===== src/rtl/alu_pkg.sv =====
// Shared definitions for the ALU sharing logic.
// Contents:
//   ALU_OP_ADD / ALU_OP_SUB : per-requester op bit encoding (drives adder cin)
//   state_t                 : sequencer FSM encoding (IDLE, EXEC, RESP)
package alu_pkg;

    localparam logic ALU_OP_ADD = 1'b0;
    localparam logic ALU_OP_SUB = 1'b1;

    typedef enum logic [1:0] {
        IDLE = 2'd0,
        EXEC = 2'd1,
        RESP = 2'd2
    } state_t;

endpackage


===== src/rtl/rr_pick.sv =====
// Combinational round-robin first-set-bit search.
// Ports:
//   vec [N]    : candidate request bits
//   ptr [ID_W] : search start position (must be < N)
//   any        : at least one bit of vec is set
//   idx [ID_W] : first set bit at or above ptr, wrapping modulo N
module rr_pick #(
    parameter int N    = 4,
    parameter int ID_W = (N > 1) ? $clog2(N) : 1
) (
    input  logic [N-1:0]    vec,
    input  logic [ID_W-1:0] ptr,
    output logic            any,
    output logic [ID_W-1:0] idx
);

    always_comb begin
        int               p;
        logic [ID_W-1:0]  pos;
        any = 1'b0;
        idx = '0;
        p   = 0;
        pos = '0;
        // Walk from the farthest offset down to offset 0 so the closest
        // set bit to ptr is the last one written and therefore wins.
        for (int k = N - 1; k >= 0; k--) begin
            p = int'(ptr) + k;
            if (p >= N) begin
                p = p - N;
            end
            pos = p[ID_W-1:0];
            if (vec[pos]) begin
                any = 1'b1;
                idx = pos;
            end
        end
    end

endmodule


===== src/rtl/alu_rr_arbiter.sv =====
// Round-robin arbiter/sequencer in front of one shared 8-bit add/sub unit.
// One operation is in flight at a time: IDLE grants and registers operands,
// EXEC lets the external adder settle and captures its result, RESP holds
// the tagged result until the consumer takes it.
// Ports:
//   clk, rst_n            : clock, asynchronous active-low reset
//   req_valid/req_ready   : per-requester operation handshake (N_REQ bits)
//   req_a, req_b          : packed operands, requester i at [8i+7:8i]
//   req_op                : per-requester op bit (0 add, 1 subtract)
//   add_a, add_b, add_cin : registered operands/op driven to the shared unit
//   add_sum, add_cout     : result returned by the shared unit
//   rsp_valid/rsp_ready   : response handshake
//   rsp_id, rsp_sum, rsp_cout : response tag and captured result
//   dbg_state             : current FSM state (alu_pkg::state_t encoding)
// Handshakes: a transfer happens on a rising edge where valid and ready are
// both high. Ready never depends on the same channel's ready from the other
// side; req_ready is a function of req_valid, the pointer and the state only.
module alu_rr_arbiter
    import alu_pkg::*;
#(
    parameter int N_REQ = 4,
    parameter int ID_W  = $clog2(N_REQ)
) (
    input  logic               clk,
    input  logic               rst_n,
    input  logic [N_REQ-1:0]   req_valid,
    output logic [N_REQ-1:0]   req_ready,
    input  logic [N_REQ*8-1:0] req_a,
    input  logic [N_REQ*8-1:0] req_b,
    input  logic [N_REQ-1:0]   req_op,
    output logic [7:0]         add_a,
    output logic [7:0]         add_b,
    output logic               add_cin,
    input  logic [7:0]         add_sum,
    input  logic               add_cout,
    output logic               rsp_valid,
    input  logic               rsp_ready,
    output logic [ID_W-1:0]    rsp_id,
    output logic [7:0]         rsp_sum,
    output logic               rsp_cout,
    output logic [1:0]         dbg_state
);

    state_t          state;
    state_t          state_nxt;
    logic [ID_W-1:0] ptr;
    logic [ID_W-1:0] grant;
    logic            grant_any;
    logic            accept;
    logic [ID_W-1:0] ptr_nxt;

    rr_pick #(
        .N    (N_REQ),
        .ID_W (ID_W)
    ) u_pick (
        .vec (req_valid),
        .ptr (ptr),
        .any (grant_any),
        .idx (grant)
    );

    // rst_n gates ready so nothing is offered while reset is held.
    assign accept    = rst_n && (state == IDLE) && grant_any;
    assign ptr_nxt   = (grant == ID_W'(N_REQ - 1)) ? '0 : grant + 1'b1;
    assign dbg_state = state;

    always_comb begin
        req_ready = '0;
        if (accept) begin
            req_ready[grant] = 1'b1;
        end
    end

    always_comb begin
        state_nxt = state;
        case (state)
            IDLE:    if (grant_any) state_nxt = EXEC;
            EXEC:    state_nxt = RESP;
            RESP:    if (rsp_valid && rsp_ready) state_nxt = IDLE;
            default: state_nxt = IDLE;
        endcase
    end

    always_ff @(posedge clk or negedge rst_n) begin
        if (!rst_n) begin
            state     <= IDLE;
            ptr       <= '0;
            add_a     <= '0;
            add_b     <= '0;
            add_cin   <= 1'b0;
            rsp_valid <= 1'b0;
            rsp_id    <= '0;
            rsp_sum   <= '0;
            rsp_cout  <= 1'b0;
        end else begin
            state <= state_nxt;
            if (accept) begin
                add_a   <= req_a[{grant, 3'b000} +: 8];
                add_b   <= req_b[{grant, 3'b000} +: 8];
                add_cin <= req_op[grant];
                rsp_id  <= grant;
                ptr     <= ptr_nxt;
            end
            if (state == EXEC) begin
                rsp_sum   <= add_sum;
                rsp_cout  <= add_cout;
                rsp_valid <= 1'b1;
            end
            if (state == RESP && rsp_ready) begin
                rsp_valid <= 1'b0;
            end
        end
    end

endmodule

===== config.mk =====
export PLATFORM = sky130hd
export DESIGN_NAME = alu_rr_arbiter
export DESIGN_NICKNAME = d
export VERILOG_FILES = /design/src/rtl/alu_pkg.sv /design/src/rtl/rr_pick.sv /design/src/rtl/alu_rr_arbiter.sv
export SDC_FILE = /design/constraint.sdc
export NUM_CORES = 1
export LEC_CHECK = 0
export ABC_AREA = 1
export CORE_AREA = 5 5 86 88
export CTS_BUF_LIST = sky130_fd_sc_hd__clkbuf_8
export DETAILED_ROUTE_END_ITERATION = 12
export DIE_AREA = 0 0 91 93
export PLACE_DENSITY = 0.77
export RECOVER_POWER = 50
export SLEW_MARGIN = 0
export SYNTH_ARGS = -nofsm -noshare
export SYNTH_HDL_FRONTEND = slang
export SYNTH_SLANG_ARGS = --single-unit

===== constraint.sdc =====
create_clock -name clk -period 5.2 [get_ports clk]
set_input_delay 1.04 -clock clk [delete_from_list [all_inputs] [get_ports clk]]
set_output_delay 1.04 -clock clk [all_outputs]
set_load 0.01 [all_outputs]

run_1/class_map.png
Scale bar: 20 um.
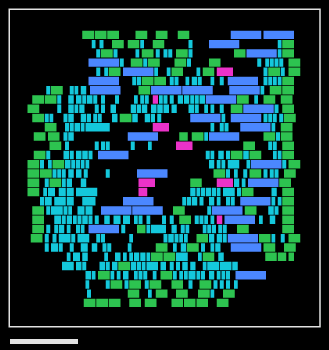
| color | class | cells |
|---|---|---|
| magenta | clock drivers and dummy loads | 8 |
| cyan | remaining logic cells | 342 |
| green | remaining buffers and delay cells | 121 |
| blue | registers | 33 |
Seq/total area: 22.1%
Layout Utilization: 56.8%
Core Area: 6570 sq um

run_1/ff_map.png
Scale bar: 20 um. Other sequential cells in the stronger gray, the rest of the logic in the fainter gray.
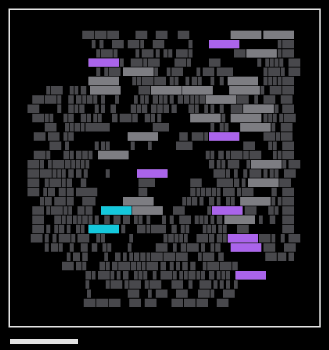
| color | signal | sequential cells |
|---|---|---|
| purple | add_a | 8 |
| cyan | ptr | 2 |
not colored: 23
Seq group: 0.257 mW
sequential cell area: 826 sq um

==> impl_metrics.ini, run 1 <==
; implementation run metrics
[logic_synthesis]
yosysWarnings = 0
syn_area_per_cell_sq_um = 6.39
synth.distinct_cells = 27
ys_cells = 393
top_area_cell = dfrtp_1
netlist_area_sq_um = 2510
synth_top_area_share_pct = 32.9
ys_top_cells_by_area = dfrtp_1 33%, nand2_1 23%, nand3_1 13%, inv_1 12%, nand3_2 4.4%
synthesis.nets = 478
syn_inst = 393
postSynthSeqShare_pct = 32.9

[floorplanning]
die_width_um = 91
die_h_um = 93
nWellTaps = 80
die-area_sq_um = 8460
floorplan.core_util_pct = 38.2

[sta]
max_slew_margin_pct = 58.1
setup_slack_ps = 519
hold_violations = 0
fin_worst_skew_ps = 6.39
min_period_over_period_pct = 90.0
fin_tns_setup_ps = 0
setup_viol = 0
slew_violations = 0
finalCriticalPeriod_ps = 4680

[power_and_ir_drop]
comb_power_mw = 0.145
seqPwrFrac_pct = 43.7
sw_frac_of_total_pct = 26.9
intPower_mw = 0.429
peakVddDrop_uv = 105
p_leak_nw = 2.01
clkPwrFrac_pct = 31.5
combPwrFrac_pct = 24.7

[placed_design]
dp_slack_ps = 576
gp_congestion = 0.802
port_buffers = 118

[finish]
inv_count = 82
clkCellAreaFrac_pct = 2.31
fillers = 616
dominant_cells = multi-input combinational cells
drive_gt1_share_pct = 7.94
logic_area_sq_um = 1210
area_delta_synth_final_pct = 48.6
flop-count = 33

[run]
tool_warnings = 26

[setup_path]
worstSetupEndpointType = output pin
critical_path.slowest_cell = clkdlybuf4s50_1
path_buffers = 5
r2r_cells = 9
cp.arrival_ps = 3640
critPathRequiredTime_ps = 4160
cp-start-kind = primary input
path_cells = clkdlybuf4s50_1 -> inv_1 -> nand2_1 -> nand3_1 -> nand2_1 -> inv_1 -> nand3_4 -> nand2_8 -> ha_1 -> inv_1 -> nor2_1 -> clkdlybuf4s50_1

[routing]
drt-met1-wl_mm = 3.26
via_per_inst = 4.71
ant_nets = 0
wire_per_inst_um = 12.9
vias = 2752
wl_met2_mm = 3.59
detail_route.wirelength_mm = 7.53

[worst_hold_path]
worstHoldPathType = flip-flop to flip-flop
min_path_cells = 2

[grt]
grt_remaining_overflow = 0
grt_pass1_vias = 2689

[clock_network]
cts_resized = 0
clock_path_buffers = 2
cts_buffers = 5
postCtsSetupRepairBufs = 0
h-tree-depth = 2
cts_tree = done

[outcome]
outcome = finished clean
run_1/congestion_map.png
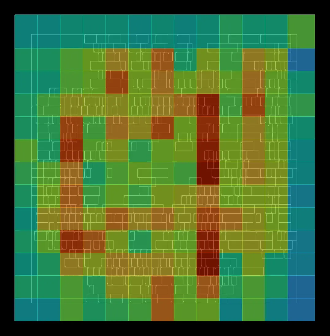
grt peak-use layer: met2
met3 Resource Use GR: 4.91%

[run 1: per-stage QoR]
| stage | util (%) | hold WS, ps | cells | area (sq um) |
|---|---|---|---|---|
| after floorplan | - | 509 | 393 | 2510 |
| after global placement | 55.5 | 454 | 576 | 3650 |
| after detailed placement | 55.5 | 459 | 576 | 3650 |
| after CTS | 56.8 | 474 | 584 | 3730 |
| after global routing | 56.8 | 493 | 584 | 3730 |
| final | 56.8 | 466 | 584 | 3730 |
[run 1: cell usage in the layout (no fill, tap or decap), types with 2 or more instances in the layout]
cell             instances
clkinv_2                 2
dlygate4sd3_1            6
nand2_1                153
inv_2                    2
nand3_2                 11
nand2_2                 10
dfrtp_1                 33
o21ai_1                  2
o21ai_0                  2
nor2_1                   8
buf_4                    3
clkdlybuf4s50_1        111
inv_1                   78
nand3_1                 67
clkbuf_8                 5
[run 1: logic make-up after synthesis]
logic type,Yosys count,share of synthesized area [%]
buffers and inverters,100,18.9
AOI/OAI and AO/OA,4,0.797
and+or+nand+nor,255,47.0
adders and majority gates,1,0.498
DFF,33,32.9
[run 1: synth_stat cells (all sizes together)]
master,count
nand2,165
inv,81
nand3,79
dfrtp,33
buf,14
nor2,9
clkbuf,4
o21ai,4
and2,1
clkinv,1
ha,1
nand4,1
[run 1: final timing paths]
path,startpoint,end,slack (ps)
worst max register to register,ptr[0],ptr[1],2780
min in group asynchronous,rst_n,add_b[4],780
max in group asynchronous,rst_n,rsp_sum[3],4120
worst min-delay path,rsp_sum[7],rsp_sum[7],470
worst min register to register,rsp_sum[7],rsp_sum[7],470
worst max-delay path,req_valid[3],req_ready[3],520
[run 1: sequential cells by signal, indices dropped and copies added (netlist names)]
register	cells
add_a	8
add_b	8
add_cin	1
dbg_state	2
ptr	2
rsp_cout	1
rsp_id	2
rsp_sum	8
rsp_valid	1
run_1/gates.png
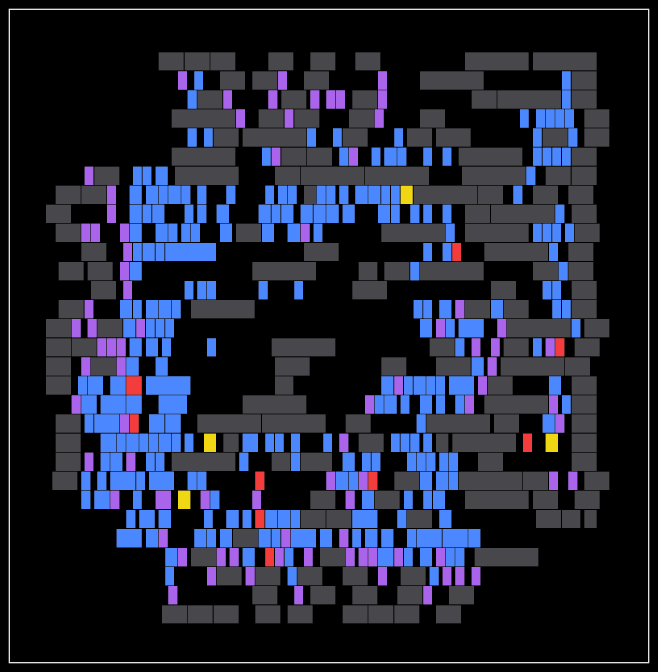

==> inputs of run 2 (changes only) <==
--- a/config.mk
+++ b/config.mk
@@ -8,6 +8,7 @@
 export ABC_AREA = 1
-export CORE_AREA = 5 5 86 88
+export ABC_CLOCK_PERIOD_IN_PS = 5200
+export CORE_AREA = 5 5 66 113
 export CTS_BUF_LIST = sky130_fd_sc_hd__clkbuf_8
 export DETAILED_ROUTE_END_ITERATION = 12
-export DIE_AREA = 0 0 91 93
+export DIE_AREA = 0 0 71 118
 export PLACE_DENSITY = 0.77
--- a/constraint.sdc
+++ b/constraint.sdc
@@ -3,2 +3,2 @@
 set_output_delay 1.04 -clock clk [all_outputs]
-set_load 0.01 [all_outputs]
+set_load 0.02 [all_outputs]
run_2/gates.png
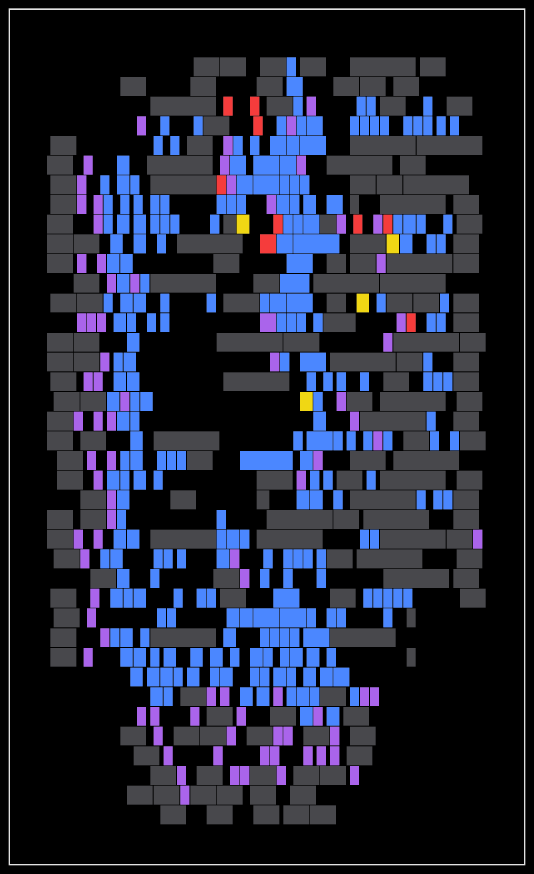
| color | family | cells |
|---|---|---|
| blue | nand cells | 245 |
| yellow | aoi and oai cells | 4 |
| red | nor cells | 9 |
| purple | inv cells | 82 |
Post-Layout Cell Count: 586
highest-count logic cell in the final layout: nand2_1

==> run 2 against run 1 <==
  * The run now ends with capacitance limit, slew limit left
  * Power is 0.58% lower
  * Register-to-register slack gained 30 ps
  * Non-clock buffer count did not move
  * Sequential cell count stayed put
  * Clock skew up 2.3 ps
  * Synthesized cell count unchanged
  * Count of clock-buffer cells in the layout stayed put
  * Critical path type unchanged
  * Critical endpoint unchanged
==> impl_metrics.ini, run 2 <==
; implementation run metrics
[clock_network]
clk_latency_ps = 280
cts_buffers = 5
cts_tree = done
cts_hold_buf = 0
postCtsSetupRepairBufs = 0
cts_resized = 0
h-tree-depth = 2
clkTransAtPathRegs_ps = 60
clock_path_buffers = 2
clockRootBuffer = clkbuf_8

[finish]
fillers = 647
area_delta_synth_final_pct = 48.4
utilization_pct = 57.9
drive_gt1_share_pct = 7.34
final_cell_mix = 153 x nand2_1, 111 x clkdlybuf4s50_1, 79 x inv_1
flop_area_sq_um = 826
stdcell_area_sq_um = 3730
reg.largest.list = add_a (8), add_b (8), rsp_sum (8)
logic_area_sq_um = 1210

[routing]
vias = 2715
wl_met2_mm = 3.89
drt-met1-wl_mm = 2.77
detail_route.wirelength_mm = 7.36
via_per_inst = 4.63
ant_nets = 0
drcViolationCount = 0
wl_met3_um = 465
wire_per_inst_um = 12.6

[sta]
min_period_over_period_pct = 89.6
tightest_slew_ps = 1730
finalCriticalPeriod_ps = 4660
max_slew_margin_pct = -15.6
fin_worst_skew_ps = 8.68
hold_violations = 0
slew_violations = 34
setup_viol = 0
fin_tns_setup_ps = 0
max_freq_mhz = 215

[placed_design]
gp_congestion = 0.800
hpwl_mm = 5.80
dpl_cell_area_sq_um = 3650
port_buffers = 118

[floorplanning]
rows = 39
die-area_sq_um = 8380
core_sq_um = 6440
die_h_um = 118
die_width_um = 71
floorplan.core_util_pct = 39.0

[logic_synthesis]
ys_cells = 393
synth.distinct_cells = 27
ys_async_sr_fraction_pct = 100
common_cells = 153 x nand2_1, 77 x inv_1, 67 x nand3_1
synthesis.nets = 478
postSynthSeqShare_pct = 32.9
netlist_area_sq_um = 2510
syn_inst = 393
synth_top_area_share_pct = 32.9
synth-seq-cells = 33
syn_area_per_cell_sq_um = 6.39
yosysWarnings = 0
ys_top_cells_by_area = dfrtp_1 33%, nand2_1 23%, nand3_1 13%, inv_1 12%, nand3_2 4.4%
synth-edff-count = 0
ys.flop_type = dfrtp_1
top_area_cell = dfrtp_1
most_common_cell = nand2_1

[grt]
grt_remaining_overflow = 0
met3_usage_pct = 3.25
met1_usage_pct = 19.0
grt_usage_pct = 17.9
grt_max_degree = 38
grt_busiest_layer = met2
grt_use_met2_pct = 32.5
grt_pass1_wl_mm = 12.3
grt_pass1_vias = 2789

[setup_path]
crit_type = primary input to output pin
cp.arrival_ps = 3620
critPathRequiredTime_ps = 4160
worstSetupEndpointType = output pin
cp-start-kind = primary input
crit_fanout = 37

[power_and_ir_drop]
peakVddDrop_uv = 78.5
p_leak_nw = 2.02

[worst_hold_path]
worstHoldPathType = flip-flop to flip-flop

[outcome]
outcome = finished, violations left
violations = capacitance limit, slew limit

[run]
cap_violations = 1
tool_warnings = 26
## run 2: cell count changes in the layout (fill, tap and decap cells not counted), sizes merged
cell,delta
clkinvlp,-1
clkbuf,+2
inv,+1
buf,-2
## run 2: report_power, final
group | switching (mW) | leakage [nW] | internal, mW | total, mW
sequential | 0 | 0.399 | 0.257 | 0.257
clock | 0.0921 | 0.0491 | 0.0907 | 0.183
combinational | 0.0647 | 1.57 | 0.0794 | 0.144
## run 2: cells by family after synthesis
kind of cell	after synthesis	synth area share [%]
flops	33	32.9
fa+ha+maj	1	0.498
simple gates	255	47.0
compound gates	4	0.797
buf+inv	100	18.9
## run 2: critical path, cell delays in order
cell             delay (ps)
clkdlybuf4s50_1         420
inv_1                    60
nand2_1                  70
nand3_1                 140
nand2_1                  70
inv_1                   170
nand3_4                 370
nand2_8                 360
ha_1                    190
inv_1                    40
nor2_1                   80
clkdlybuf4s50_1         610
## run 2: through the flow
step / instances / setup WS [ps] / hold slack (ps)
2_1_floorplan: 393 / 1900 / 583
5_1_grt: 586 / 277 / 490
3_5_place_dp: 578 / 604 / 458
4_1_cts: 586 / 602 / 474
3_3_place_gp: 578 / 650 / 453
6_report: 586 / 539 / 462
## run 2: final cells by class
class	count	share of cell area (%)
tap	82	2.75
clock inverter	3	0.369
multi-input combinational	260	32.5
timing repair buffer	121	32.0
sequential	33	22.2
inverter	82	8.32
clock buffer	5	1.85
## run 2: worst paths after layout
check / start / end / slack (ps) / cells after the start
max: req_valid[3] / req_ready[3] / 540 / 12
min: rsp_sum[1] / rsp_sum[1] / 460 / 2
max reg2reg: ptr[0] / ptr[1] / 2810 / 9
min reg2reg: rsp_sum[1] / rsp_sum[1] / 460 / 2
max in group asynchronous: rst_n / rsp_sum[7] / 2750 / 2
min in group asynchronous: rst_n / add_b[1] / 1450 / 2
==> inputs of run 3 (changes only) <==
Settings changed: SETUP_SLACK_MARGIN set to 0.15.
run_3/clock_wires.png
Scale bar: 20 um.
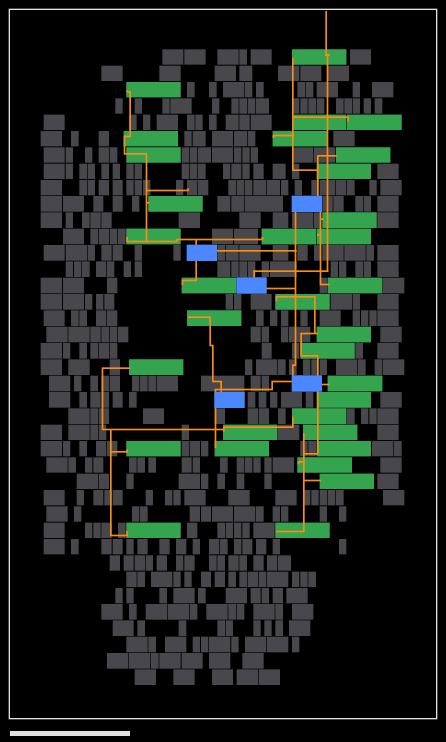
[green] flip-flops | count: 33
[blue] clock-net drivers | count: 5
[orange] clock wires | length: 443 um
routed clock nets: 6
Clock Skew: 8.68 ps
clk pwr: 0.183 mW
clk latency late pin: 280 ps
clock power share: 31.3%

==> run 3 against run 2 <==
  * The run still ends with capacitance limit, slew limit left
  * Power unchanged
  * Routed wire length unchanged
  * Sequential power about the same
  * Via count unchanged
  * Area after synthesis unchanged
  * Highest routed layer unchanged
==> impl_metrics.ini, run 3 <==
; implementation run metrics
[setup_path]
cp.arrival_ps = 3620
critPathRequiredTime_ps = 4160
crit_fanout = 37
cp-start-kind = primary input
worstSetupEndpointType = output pin

[placed_design]
gp_congestion = 0.800
dp_slack_ps = 604
place_inst = 578

[run]
tool_warnings = 26
cap_violations = 1

[clock_network]
cts_hold_buf = 0
clockRootBuffer = clkbuf_8
cts_buffers = 5
cts_tree = done
clock_path_buffers = 2
h-tree-depth = 2

[logic_synthesis]
top_area_cell = dfrtp_1
yosysWarnings = 0
simple_gate_share_pct = 47.0
adder_share_pct = 0.498
ys_async_sr_fraction_pct = 100
postSynthSeqShare_pct = 32.9
ys.flop_type = dfrtp_1
muxShareOfSynthArea_pct = 0
netlist_area_sq_um = 2510
syn_area_per_cell_sq_um = 6.39

[sta]
finalCriticalPeriod_ps = 4660
slew_violations = 34
max_freq_mhz = 215
tightest_slew_ps = 1730

[floorplanning]
die_width_um = 71

[finish]
area_delta_synth_final_pct = 48.4
drive_gt1_share_pct = 7.34
finalNonFillerCells = 586

[outcome]
outcome = finished, violations left
violations = capacitance limit, slew limit

[routing]
drcViolationCount = 0
detail_route.wirelength_mm = 7.36
wl_met2_mm = 3.89
wl_met3_um = 465
wire_per_inst_um = 12.6

[grt]
grt_pass1_vias = 2789

[worst_hold_path]
worstHoldPathType = flip-flop to flip-flop
run 3: cell families (layout without fill, tap and decap cells):
logic type,Yosys count,in the layout
AOI/OAI and AO/OA,4,4
adders and majority gates,1,1
buffers and inverters,100,211
DFF,33,33
and+or+nand+nor,255,255
run 3: worst max-delay path: stages:
cell             delay (ps)
clkdlybuf4s50_1         420
inv_1                    60
nand2_1                  70
nand3_1                 140
nand2_1                  70
inv_1                   170
nand3_4                 370
nand2_8                 360
ha_1                    190
inv_1                    40
nor2_1                   80
clkdlybuf4s50_1         610
run 3: final cells by class:
| class | count | area [sq um] |
|---|---|---|
| fillers | 647 | 2710 |
| multi-input cells | 260 | 1210 |
| repair buffers | 121 | 1190 |
| flip-flops and latches | 33 | 826 |
| inverters | 82 | 310 |
| well taps | 82 | 103 |
| clock buffers | 5 | 68.8 |
| clock inverters | 3 | 13.8 |
run 3: worst paths after layout:
check	from	endpoint	slack, ps	depth (start not counted)
worst max-delay path	req_valid[3]	req_ready[3]	540	12
worst min-delay path	rsp_sum[1]	rsp_sum[1]	460	2
worst max register to register	ptr[0]	ptr[1]	2810	9
worst min register to register	rsp_sum[1]	rsp_sum[1]	460	2
min in group asynchronous	rst_n	add_b[1]	1450	2
max in group asynchronous	rst_n	rsp_sum[7]	2750	2
run 3: power groups by stage:
stage          clock network, mW  logic [mW]  registers [mW]
2_1_floorplan                  0      0.0715           0.262
3_3_place_gp                   0       0.144           0.261
3_5_place_dp                   0       0.146           0.261
4_1_cts                    0.187       0.146           0.257
5_1_grt                    0.197       0.161           0.256
6_report                   0.183       0.144           0.257
run 3: routing by layer:
layer,vias to the layer above,global-route usage [%]
li1,1392,-
met1,1200,19.0
met2,105,32.5
met3,18,3.25
met4,0,9.18
met5,-,0
Power and IR drop assume default switching activity.
